===== src/rtl/if_id_buffer_pkg.sv =====
// Constants shared by the fetch/decode boundary: NOP filler word, HALT opcode and
// the opcode field position, also used by decode's hazard/NOP-insertion logic.
package if_id_buffer_pkg;

    localparam logic [15:0] DEF_NOP_INST = 16'h0800;
    localparam logic [4:0]  DEF_HALT_OPC = 5'b00000;
    localparam int          OPC_MSB      = 15;
    localparam int          OPC_LSB      = 11;

    function automatic logic [4:0] opcode_of(input logic [15:0] inst);
        return inst[OPC_MSB:OPC_LSB];
    endfunction

endpackage


===== src/rtl/fifo_ptr_ctrl.sv =====
// Read/write pointer and occupancy control for a small circular buffer.
// Flush has priority over push/pop and returns everything to slot 0.
module fifo_ptr_ctrl #(
    parameter int DEPTH = 2,
    parameter int PTR_W = (DEPTH > 2) ? $clog2(DEPTH) : 1,
    parameter int CNT_W = $clog2(DEPTH + 1)
) (
    input  logic             clk,
    input  logic             rst,
    input  logic             push,
    input  logic             pop,
    input  logic             flush,
    output logic [PTR_W-1:0] rd_ptr,
    output logic [PTR_W-1:0] wr_ptr,
    output logic [CNT_W-1:0] count
);

    function automatic logic [PTR_W-1:0] next_ptr(input logic [PTR_W-1:0] p);
        return (p == PTR_W'(DEPTH - 1)) ? '0 : p + 1'b1;
    endfunction

    always_ff @(posedge clk or negedge rst) begin
        if (!rst) begin
            rd_ptr <= '0;
            wr_ptr <= '0;
            count  <= '0;
        end else if (flush) begin
            rd_ptr <= '0;
            wr_ptr <= '0;
            count  <= '0;
        end else begin
            if (push) wr_ptr <= next_ptr(wr_ptr);
            if (pop)  rd_ptr <= next_ptr(rd_ptr);
            case ({push, pop})
                2'b10:   count <= count + 1'b1;
                2'b01:   count <= count - 1'b1;
                default: count <= count;
            endcase
        end
    end

endmodule


===== src/rtl/if_id_buffer.sv =====
// IF/ID boundary FIFO: buffers instruction/PC_inc pairs from fetch, squashes on flush,
// and stops accepting fetch words once a HALT has been captured.
// Handshakes: a transfer happens on a rising edge where valid & ready are both 1;
// in_ready depends only on registered state, and flush suppresses both transfers.
module if_id_buffer
    import if_id_buffer_pkg::*;
#(
    parameter int          DEPTH    = 2,
    parameter logic [15:0] NOP_INST = DEF_NOP_INST,
    parameter logic [4:0]  HALT_OPC = DEF_HALT_OPC
) (
    input  logic                       clk,
    input  logic                       rst,
    input  logic [15:0]                in_inst,
    input  logic [15:0]                in_pc_inc,
    input  logic                       in_valid,
    output logic                       in_ready,
    output logic [15:0]                out_inst,
    output logic [15:0]                out_pc_inc,
    output logic                       out_valid,
    input  logic                       out_ready,
    input  logic                       flush,
    output logic                       halt_seen,
    output logic [$clog2(DEPTH+1)-1:0] count
);

    localparam int PTR_W = (DEPTH > 2) ? $clog2(DEPTH) : 1;
    localparam int CNT_W = $clog2(DEPTH + 1);

    logic [PTR_W-1:0] rd_ptr;
    logic [PTR_W-1:0] wr_ptr;
    logic             push;
    logic             pop;
    logic [31:0]      mem [DEPTH];

    assign in_ready  = (count < CNT_W'(DEPTH)) & ~halt_seen;
    assign out_valid = (count != '0);
    assign push      = in_valid & in_ready & ~flush;
    assign pop       = out_valid & out_ready;

    fifo_ptr_ctrl #(
        .DEPTH (DEPTH),
        .PTR_W (PTR_W),
        .CNT_W (CNT_W)
    ) u_ptr_ctrl (
        .clk    (clk),
        .rst    (rst),
        .push   (push),
        .pop    (pop),
        .flush  (flush),
        .rd_ptr (rd_ptr),
        .wr_ptr (wr_ptr),
        .count  (count)
    );

    // Storage is never reset; the output mux hides stale contents when empty.
    always_ff @(posedge clk) begin
        if (push) mem[wr_ptr] <= {in_inst, in_pc_inc};
    end

    assign out_inst   = out_valid ? mem[rd_ptr][31:16] : NOP_INST;
    assign out_pc_inc = out_valid ? mem[rd_ptr][15:0]  : 16'h0000;

    always_ff @(posedge clk or negedge rst) begin
        if (!rst) begin
            halt_seen <= 1'b0;
        end else if (flush) begin
            halt_seen <= 1'b0;
        end else if (push && opcode_of(in_inst) == HALT_OPC) begin
            halt_seen <= 1'b1;
        end
    end

endmodule

===== config.mk =====
export PLATFORM = sky130hd
export DESIGN_NAME = if_id_buffer
export DESIGN_NICKNAME = d
export VERILOG_FILES = /design/src/rtl/if_id_buffer_pkg.sv /design/src/rtl/fifo_ptr_ctrl.sv /design/src/rtl/if_id_buffer.sv
export SDC_FILE = /design/constraint.sdc
export NUM_CORES = 1
export LEC_CHECK = 0
export ABC_AREA = 1
export CAP_MARGIN = 10
export CORE_ASPECT_RATIO = 2
export CORE_MARGIN = 5
export CORE_UTILIZATION = 52
export CTS_BUF_LIST = sky130_fd_sc_hd__clkbuf_16
export DETAILED_ROUTE_END_ITERATION = 12
export GPL_TIMING_DRIVEN = 0
export PLACE_DENSITY = 0.84
export SYNTH_ARGS = -nofsm -noshare
export SYNTH_HDL_FRONTEND = slang
export SYNTH_HIERARCHICAL = 1
export SYNTH_SLANG_ARGS = --single-unit

===== constraint.sdc =====
create_clock -name clk -period 5 [get_ports clk]
set_input_delay 0.75 -clock clk [delete_from_list [all_inputs] [get_ports clk]]
set_output_delay 0.75 -clock clk [all_outputs]
set_load 0.005 [all_outputs]

==> impl_summary.log, run 1 <==
[flow] final metrics
[metrics] top cells, area: edfxtp_1 (66%), nand2_1 (9.1%), a21oi_2 (6.3%), dfrtp_1 (4.3%), buf_6 (2.7%)
[metrics] most instantiated library cell after synthesis: nand2_1
[metrics] power share of the combinational group: 25.4%
[metrics] pin count of the biggest net entering global routing: 33
[metrics] async set-reset flop share out of synthesis: 7.246%
[metrics] net total in the final layout: 348
[metrics] area of placed instances: 0.003722 mm2
[metrics] DRC Markers: 0
[metrics] global-route met1 utilization: 16.71%
[metrics] floorplan die height: 115.6 um
[metrics] worst-case setup slack after placement: 2.089 ns
[metrics] Clk network pwr share: 36.1%
[metrics] via density per instance: 5.098
[metrics] ys flops: 69
[metrics] ao+oa area frac: 8.754%
[metrics] area share of the largest cell type after synthesis: 66.24%
[metrics] Pwr Total: 1783 uW
[metrics] Seq. cell area: 0.002047 mm2
[metrics] fraction of power spent switching nets: 24.99%
[metrics] Lkg Pwr: 0.001483 uW
[metrics] max-cap viol count: 0
[metrics] Final Max-Slew Violation Tally: 0
[metrics] post-synth area from yosys stat: 0.002902 mm2
[metrics] largest registers: mem (64), u_ptr_ctrl/count (2)
[metrics] cts hold-fix bufs: 0
[metrics] setup TNS: 0 ns
[metrics] Hold Path Depth: 1
[metrics] power density over the cells: 442.6 mW/mm2
[metrics] number of clock sinks seen by CTS: 69
[metrics] global-route met3 utilization: 6.305%
[metrics] Max Clock Freq: 388.2 MHz
[metrics] Starting Density: 53.53%
[metrics] final cycle utilization of the critical path: 51.52%
[metrics] sum of met2 wire segment lengths after detailed routing: 3.146 mm
[metrics] adder-cell area share of the yosys netlist: 0%
[metrics] multi-input gates: 130
[metrics] Synth-to-Final Area Change: 38.81%
[metrics] length of the first detailed-routing pass in iterations: 4
[metrics] Pwr top: sequential cells
[metrics] Total Wirelength: 5.745 mm
[metrics] Setup crit end kind: output pin
[metrics] outcome: finished clean
[metrics] nets in the synthesized netlist: 264
[metrics] Via Count: 1917
[metrics] total net switching power: 445.6 uW
[metrics] HPWL after DPL: 4.076 mm
[metrics] core outline area: 0.005420 mm2
[metrics] die footprint: 0.007265 mm2
[metrics] Std-Cell Rows: 38
[metrics] worst reg2reg endpoint: mem[1][26]
[metrics] Top cell by count, worst path: buf_6
[metrics] filler cell count: 347
[metrics] critical path fanouts, max: 10
[metrics] wire length of the first global-routing pass: 9.108 mm
[metrics] Final Hold Vio Count: 0
[metrics] number of instances resized during post-cts repair: 0
[metrics] Buf/Inv on CP: 4
[metrics] post-layout worst setup margin: 2.424 ns
[metrics] die x size: 62.82 um
[metrics] internal power summed over all cells: 1337 uW
run_1/flops_by_reg.png
Other sequential cells in the stronger gray, the rest of the logic in the fainter gray.
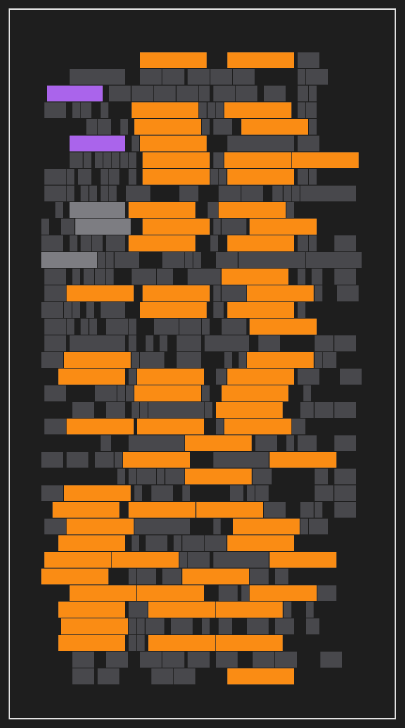
Key: mem = orange [flops 64]; u_ptr_ctrl/count = purple [flops 2]

run_1/logic_types.png
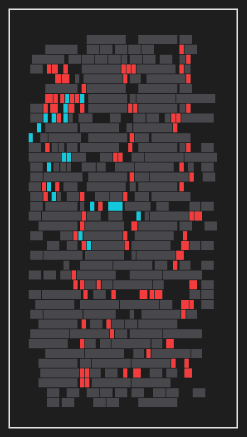
Key: NAND gates = red [cells 87]; inverters = cyan [cells 18]
Comb area share: 16.71%
post-route non-filler standard cell count: 376

run_1/clocks.png
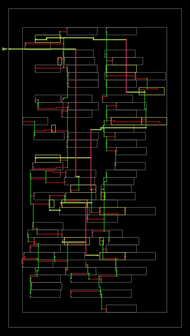
number of buffers inserted during clock tree synthesis: 9
clock insertion delay at the later pin of the skew report: 0.33 ns
number of clock-tree buffers in the layout: 9
count of flip-flops and latches: 69
power drawn by the clock network: 643 uW

run_1/power_grid.png
Pins as bars on the die edge.
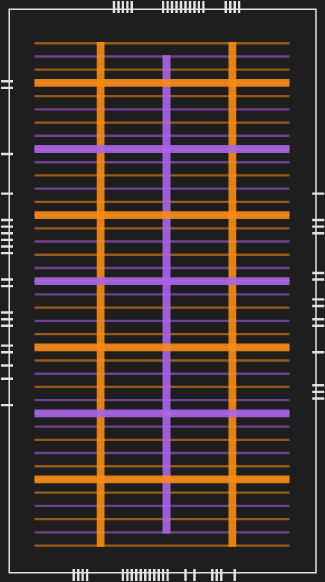
Key: VDD = purple; VSS = orange
3 straps on met4. The core has 38 rows. 7 straps on met5.

==> run 1 -> run 2 <==
- CORE_UTILIZATION: 52 -> 44
- PLACE_DENSITY: 0.84 -> 0.76
- clock period: 5 -> 2.27 ns (I/O delays scaled with it)
run_2/logic_types.png
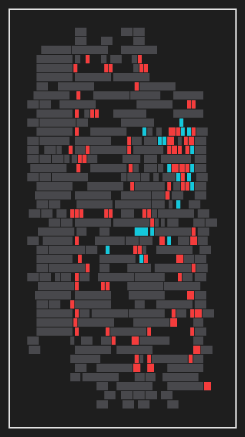
Key: NAND gates = red [cells 87]; inverters = cyan [cells 18]
Top cell excl fill/tap: clkdlybuf4s50_1
Comb area share: 16.52%
post-route non-filler standard cell count: 406

==> run 2 against run 1 <==
  * Power is 120% higher
  * Die size grew 16%
  * Cell count grew 8.0%
  * Largest cell class unchanged
==> impl_summary.log, run 2 <==
[flow] final metrics
[metrics] outcome: finished clean
[metrics] power density over the cells: 935.7 mW/mm2
[metrics] Final Max-Slew Violation Tally: 0
[metrics] critical path depth: 6
[metrics] Lkg Pwr: 0.001498 uW
[metrics] top cells, area: edfxtp_1 (66%), nand2_1 (9.1%), a21oi_2 (6.3%), dfrtp_1 (4.3%), buf_6 (2.7%)
[metrics] post-layout worst setup margin: 0.1063 ns
[metrics] final cycle utilization of the critical path: 95.32%
[metrics] Seq. cell area: 0.002047 mm2
[metrics] most common flop cell mapped by yosys: edfxtp_1
[metrics] die x size: 67.42 um
[metrics] clock root cell: clkbuf_16
[metrics] Tool Warnings: 27
[metrics] ao+oa area frac: 8.754%
[metrics] post-synth area from yosys stat: 0.002902 mm2
[metrics] internal power summed over all cells: 2848 uW
[metrics] total net switching power: 986.6 uW
[metrics] length of the first detailed-routing pass in iterations: 4
[metrics] count of flip-flops and latches: 69
[metrics] Pwr Total: 3834 uW
[metrics] cts hold-fix bufs: 0
[metrics] sum of met2 wire segment lengths after detailed routing: 2.869 mm
[metrics] Hold WC Path Type: input port to async pin
[metrics] Final Hold Vio Count: 0
[metrics] power share of the combinational group: 26.7%
[metrics] max-cap viol count: 0
[metrics] worst reg2reg endpoint: mem[1][4]
[metrics] power drawn by the clock network: 1290 uW
[metrics] number of instances resized during post-cts repair: 0
[metrics] die footprint: 0.008417 mm2
[metrics] CP delay by family, top: buffers and inverters
[metrics] multi-input gates: 130
[metrics] slew at the pin with the worst max-slew slack: 0.4491 ns
[metrics] nets in the synthesized netlist: 264
[metrics] routability-driven placement congestion ratio: 0.7724
[metrics] data arrival at the endpoint of the critical path: 1.82 ns
[metrics] Pwr top: sequential cells
[metrics] HPWL after DPL: 4.215 mm
[metrics] DRC Markers: 0
[metrics] setup TNS: 0 ns
[metrics] adder-cell area share of the yosys netlist: 0%
[metrics] number of cell instances on the worst register-to-register path: 6
[metrics] core outline area: 0.006516 mm2
[metrics] cell at the slowest stage of the critical path: clkdlybuf4s50_1
[metrics] wire length of the first global-routing pass: 9.259 mm
[metrics] area of placed instances: 0.003812 mm2
[metrics] global-route met1 utilization: 17.36%
[metrics] Starting Density: 44.53%
[metrics] simple-gate area share of the yosys netlist: 13.93%
[metrics] Overflow after GRT: 0
[metrics] worst-case setup slack after placement: 0.01396 ns
[metrics] filler cell count: 535
[metrics] Top cell by count, worst path: buf_6
[metrics] number of clock-tree buffers in the layout: 9
[metrics] net total in the final layout: 350
[metrics] I/O pin cnt: 74
[metrics] critical path fanouts, max: 10
[metrics] most instantiated library cell after synthesis: nand2_1
[metrics] ys flops: 69
[metrics] Via Count: 1940
[metrics] Buf/Inv on CP: 4
[metrics] Synth-to-Final Area Change: 41.22%
[metrics] Clk network pwr share: 33.8%
[metrics] area share of the largest cell type after synthesis: 66.24%
[metrics] clock tree from TritonCTS: yes
[metrics] highest metal layer with signal wires: met4
[metrics] Std-Cell Rows: 42
[metrics] Total Wirelength: 5.879 mm
[metrics] Mapped Area: 0.002902 mm2
[metrics] largest registers: mem (64), u_ptr_ctrl/count (2)
[metrics] fraction of power spent switching nets: 25.73%
[metrics] floorplan die height: 124.8 um
[metrics] pin count of the biggest net entering global routing: 22
[metrics] async set-reset flop share out of synthesis: 7.246%
[metrics] Setup crit end kind: output pin
[metrics] global-route met3 utilization: 5.866%
[metrics] via density per instance: 4.778
[metrics] Max Clock Freq: 462.2 MHz
[metrics] number of buffers inserted during clock tree synthesis: 9
run_2/clocks.png
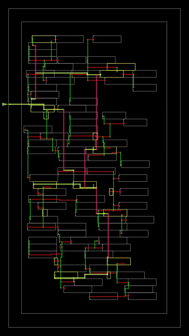
post-route clock skew: 0.003091 ns
clock insertion delay at the later pin of the skew report: 0.32 ns
number of clock sinks seen by CTS: 69

==> run 2 -> run 3 <==
- ABC_AREA: 1 -> default
- CORE_UTILIZATION: 44 -> 47
- PLACE_DENSITY: 0.76 -> 0.78
- clock period: 2.27 -> 2.15 ns (I/O delays scaled with it)
run_3/layer_met1.png
Supply wires on this layer in gray.
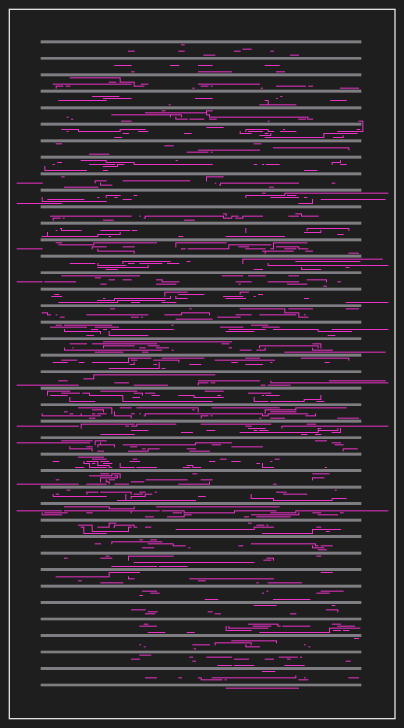
253 nets have wire on it. The layer carries 2210 um of wire.

==> run 3 against run 2 <==
  * Global-route usage grew 0.40 points
  * Core utilization is 6.0 points higher
  * Die size fell by 12%
  * Final area shrank 5.7%
  * Clock power rose by 5%
  * Register-to-register slack got worse by 0.14 ns
  * Setup slack got worse by 0.027 ns
  * Sequential share of layout area rose by 3.0 points
  * Area after synthesis down 7.7%
  * Non-clock buffer count shrank 4
  * Clock-buffer cell count stayed put
  * Clock skew is 0.0019 ns higher
  * Critical endpoint is now out_inst[14]
==> impl_summary.log, run 3 <==
[flow] final metrics
[metrics] outcome: finished clean
[metrics] Synth-to-Final Area Change: 44.28%
[metrics] multi-input gates: 88
[metrics] largest non-sequential cell family by area: multiplexers
[metrics] global-route met3 utilization: 5.775%
[metrics] ao+oa area frac: 0.6539%
[metrics] Total Wirelength: 5.416 mm
[metrics] Top cell by count, worst path: buf_6
[metrics] core outline area: 0.005612 mm2
[metrics] area of placed instances: 0.003495 mm2
[metrics] clock root cell: clkbuf_16
[metrics] met3 wire len: 400 um
[metrics] fraction of final layout cells with drive strength greater than 1: 11.37%
[metrics] count of flip-flops and latches: 69
[metrics] sequential share of cell area: 52.96%
[metrics] HPWL after DPL: 3.427 mm
[metrics] worst-case setup slack after placement: -0.5741 ns
[metrics] finished layout cell area: 0.003865 mm2
[metrics] setup TNS: 0 ns
[metrics] buffers outside the clock class: 81
[metrics] Top cell excl fill/tap: clkdlybuf4s50_1
[metrics] Detailed Route Iter0 Violations: 67
[metrics] Mapped Area: 0.002679 mm2
[metrics] via density per instance: 5.266
[metrics] final number of setup-violating endpoints: 0
[metrics] critical path depth: 5
[metrics] post-layout worst setup margin: 0.07879 ns
[metrics] Buf/Inv on CP: 3
[metrics] number of buffers inserted during clock tree synthesis: 9
[metrics] area share of the largest cell type after synthesis: 71.74%
[metrics] I/O pin cnt: 74
[metrics] Final Max-Slew Violation Tally: 0
[metrics] Tool Warnings: 26
[metrics] sum of met2 wire segment lengths after detailed routing: 2.671 mm
[metrics] NonClk Buf Share: 21.24%
[metrics] power share of the combinational group: 23.1%
[metrics] Post-synth mux share: 11.96%
[metrics] xor+xnor area frac: 0.9809%
[metrics] Post-Syn Area per Cell: 16.33 um2
[metrics] Gate Count Post-Synth: 164
[metrics] Std-Cell Rows: 39
[metrics] fraction of power spent switching nets: 23.44%
[metrics] data arrival at the endpoint of the critical path: 1.75 ns
[metrics] Via Count: 1664
[metrics] number of cell instances on the worst register-to-register path: 3
[metrics] worst reg2reg endpoint: mem[1][25]
[metrics] final cycle utilization of the critical path: 96.34%
[metrics] average routed wire per standard cell: 17.14 um
[metrics] slew at the pin with the worst max-slew slack: 0.5204 ns
[metrics] global routing's busiest layer: met2
[metrics] global-route met1 utilization: 18.85%
[metrics] Comb area share: 16.51%
[metrics] most common flop cell mapped by yosys: edfxtp_1
[metrics] pin count of the biggest net entering global routing: 33
[metrics] kind of critical path: flop to output pin
[metrics] Overflow after GRT: 0
[metrics] die x size: 63.39 um
[metrics] length of the first detailed-routing pass in iterations: 4
[metrics] max-cap viol count: 0
[metrics] filler cell count: 389
[metrics] number of cells after detailed placement: 298
[metrics] register with the most flip-flops: mem
[metrics] top cells, area: edfxtp_1 (72%), mux2i_1 (12%), nor2_1 (5.2%), dfrtp_1 (4.7%), buf_2 (0.75%)
[metrics] vias in the first global route: 1731
[metrics] combinational-cell power consumption: 884 uW
[metrics] Hold WS: 0.2330 ns
[metrics] critical path fanouts, max: 10
[metrics] total number of yosys warnings: 6
[metrics] floorplan die height: 116.8 um
[metrics] most numerous logic cells after layout: clkdlybuf4s50_1 (67), edfxtp_1 (64), nor2_1 (35)
[metrics] simple-gate area share of the yosys netlist: 8.547%
[metrics] Global Route Usage Sum: 15.47%
[metrics] sequential fraction of design power: 41.7%
[metrics] Clk network pwr share: 35.3%
[metrics] cts hold-fix bufs: 0
[metrics] well tap count: 61
[metrics] ys flops: 69
[metrics] adder-cell area share of the yosys netlist: 0%
[metrics] number of instances resized during post-cts repair: 17
[metrics] Pwr top: sequential cells
[metrics] endpoint of the most critical setup path: out_inst[14]
[metrics] buffers from clock root to sink, at most: 2
[metrics] cell at the slowest stage of the critical path: clkdlybuf4s50_1
[metrics] CTS clk-pin slew, worst paths: 0.05 ns
[metrics] max-slew headroom at the worst pin: 65.23%
[metrics] post-CTS setup-driven buffer insertion count: 0
[metrics] Final Hold Vio Count: 0
[metrics] clock insertion delay at the later pin of the skew report: 0.33 ns
[metrics] input/output buffers: 73
[metrics] largest registers: mem (64), u_ptr_ctrl/count (2)
[metrics] Setup crit end kind: output pin
[metrics] Pwr Total: 3833 uW
[metrics] highest metal layer with signal wires: met4
[metrics] CP Launch Type: flop
[metrics] most instantiated library cell after synthesis: edfxtp_1
[metrics] met2 capacity usage during global routing: 23.74%
[metrics] number of inserted diodes: 0
[metrics] routability-driven placement congestion ratio: 0.7652
[metrics] flop2flop setup slack: 0.20 ns
[metrics] Starting Density: 47.74%
[metrics] wire length of the first global-routing pass: 8.542 mm
[metrics] number of H-tree levels: 3
[metrics] Hold WC Path Type: input port to async pin
[metrics] DRC Markers: 0
[metrics] number of clock sinks seen by CTS: 69
[metrics] net total in the final layout: 288
[metrics] remaining number of nets flagged by the antenna check after routing: 0
[metrics] Unique cell types: 20
[metrics] total net switching power: 898.4 uW
[metrics] flip-flops with a built-in enable: 64
[metrics] async set-reset flop share out of synthesis: 7.246%
[metrics] post-layout util: 68.87%
[metrics] number of logic inverters in the finished layout: 2
[metrics] combinational cell area excluding buffers and inverters: 638.1 um2
[metrics] internal power summed over all cells: 2935 uW
[metrics] power density over the cells: 991.7 mW/mm2
[metrics] post-synthesis cell count from yosys: 164
[metrics] clock tree from TritonCTS: yes
[metrics] post-synth area from yosys stat: 0.002679 mm2
[metrics] required time reported for the critical path endpoint: 1.83 ns
[metrics] CP delay by family, top: buffers and inverters
[metrics] Seq. cell area: 0.002047 mm2
[metrics] number of clock-tree buffers in the layout: 9
[metrics] top cell class by occupied area: sequential cells
[metrics] min cycle time layout: 2.071 ns
[metrics] nets in the synthesized netlist: 201
[metrics] startpoint of the lowest-slack register-to-register path: u_ptr_ctrl/count[1]
[metrics] met1 routed wirelength after detailed routing: 2.213 mm
[metrics] Max Clock Freq: 482.8 MHz
[metrics] sequential element share of the synthesized area: 76.41%
[metrics] Lkg Pwr: 0.001426 uW
[metrics] fraction of area in clock buffers and inverters: 7.122%
[metrics] start point of the critical path: u_ptr_ctrl/rd_ptr
[metrics] flip-flop count of the largest register, all copies and words added: 64
[metrics] post-route non-filler standard cell count: 316
[metrics] die footprint: 0.007401 mm2
run_3/clocks.png
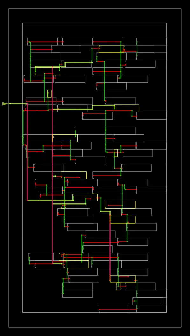
post-route clock skew: 0.005039 ns
power drawn by the clock network: 1350 uW

Power and IR drop assume default switching activity.
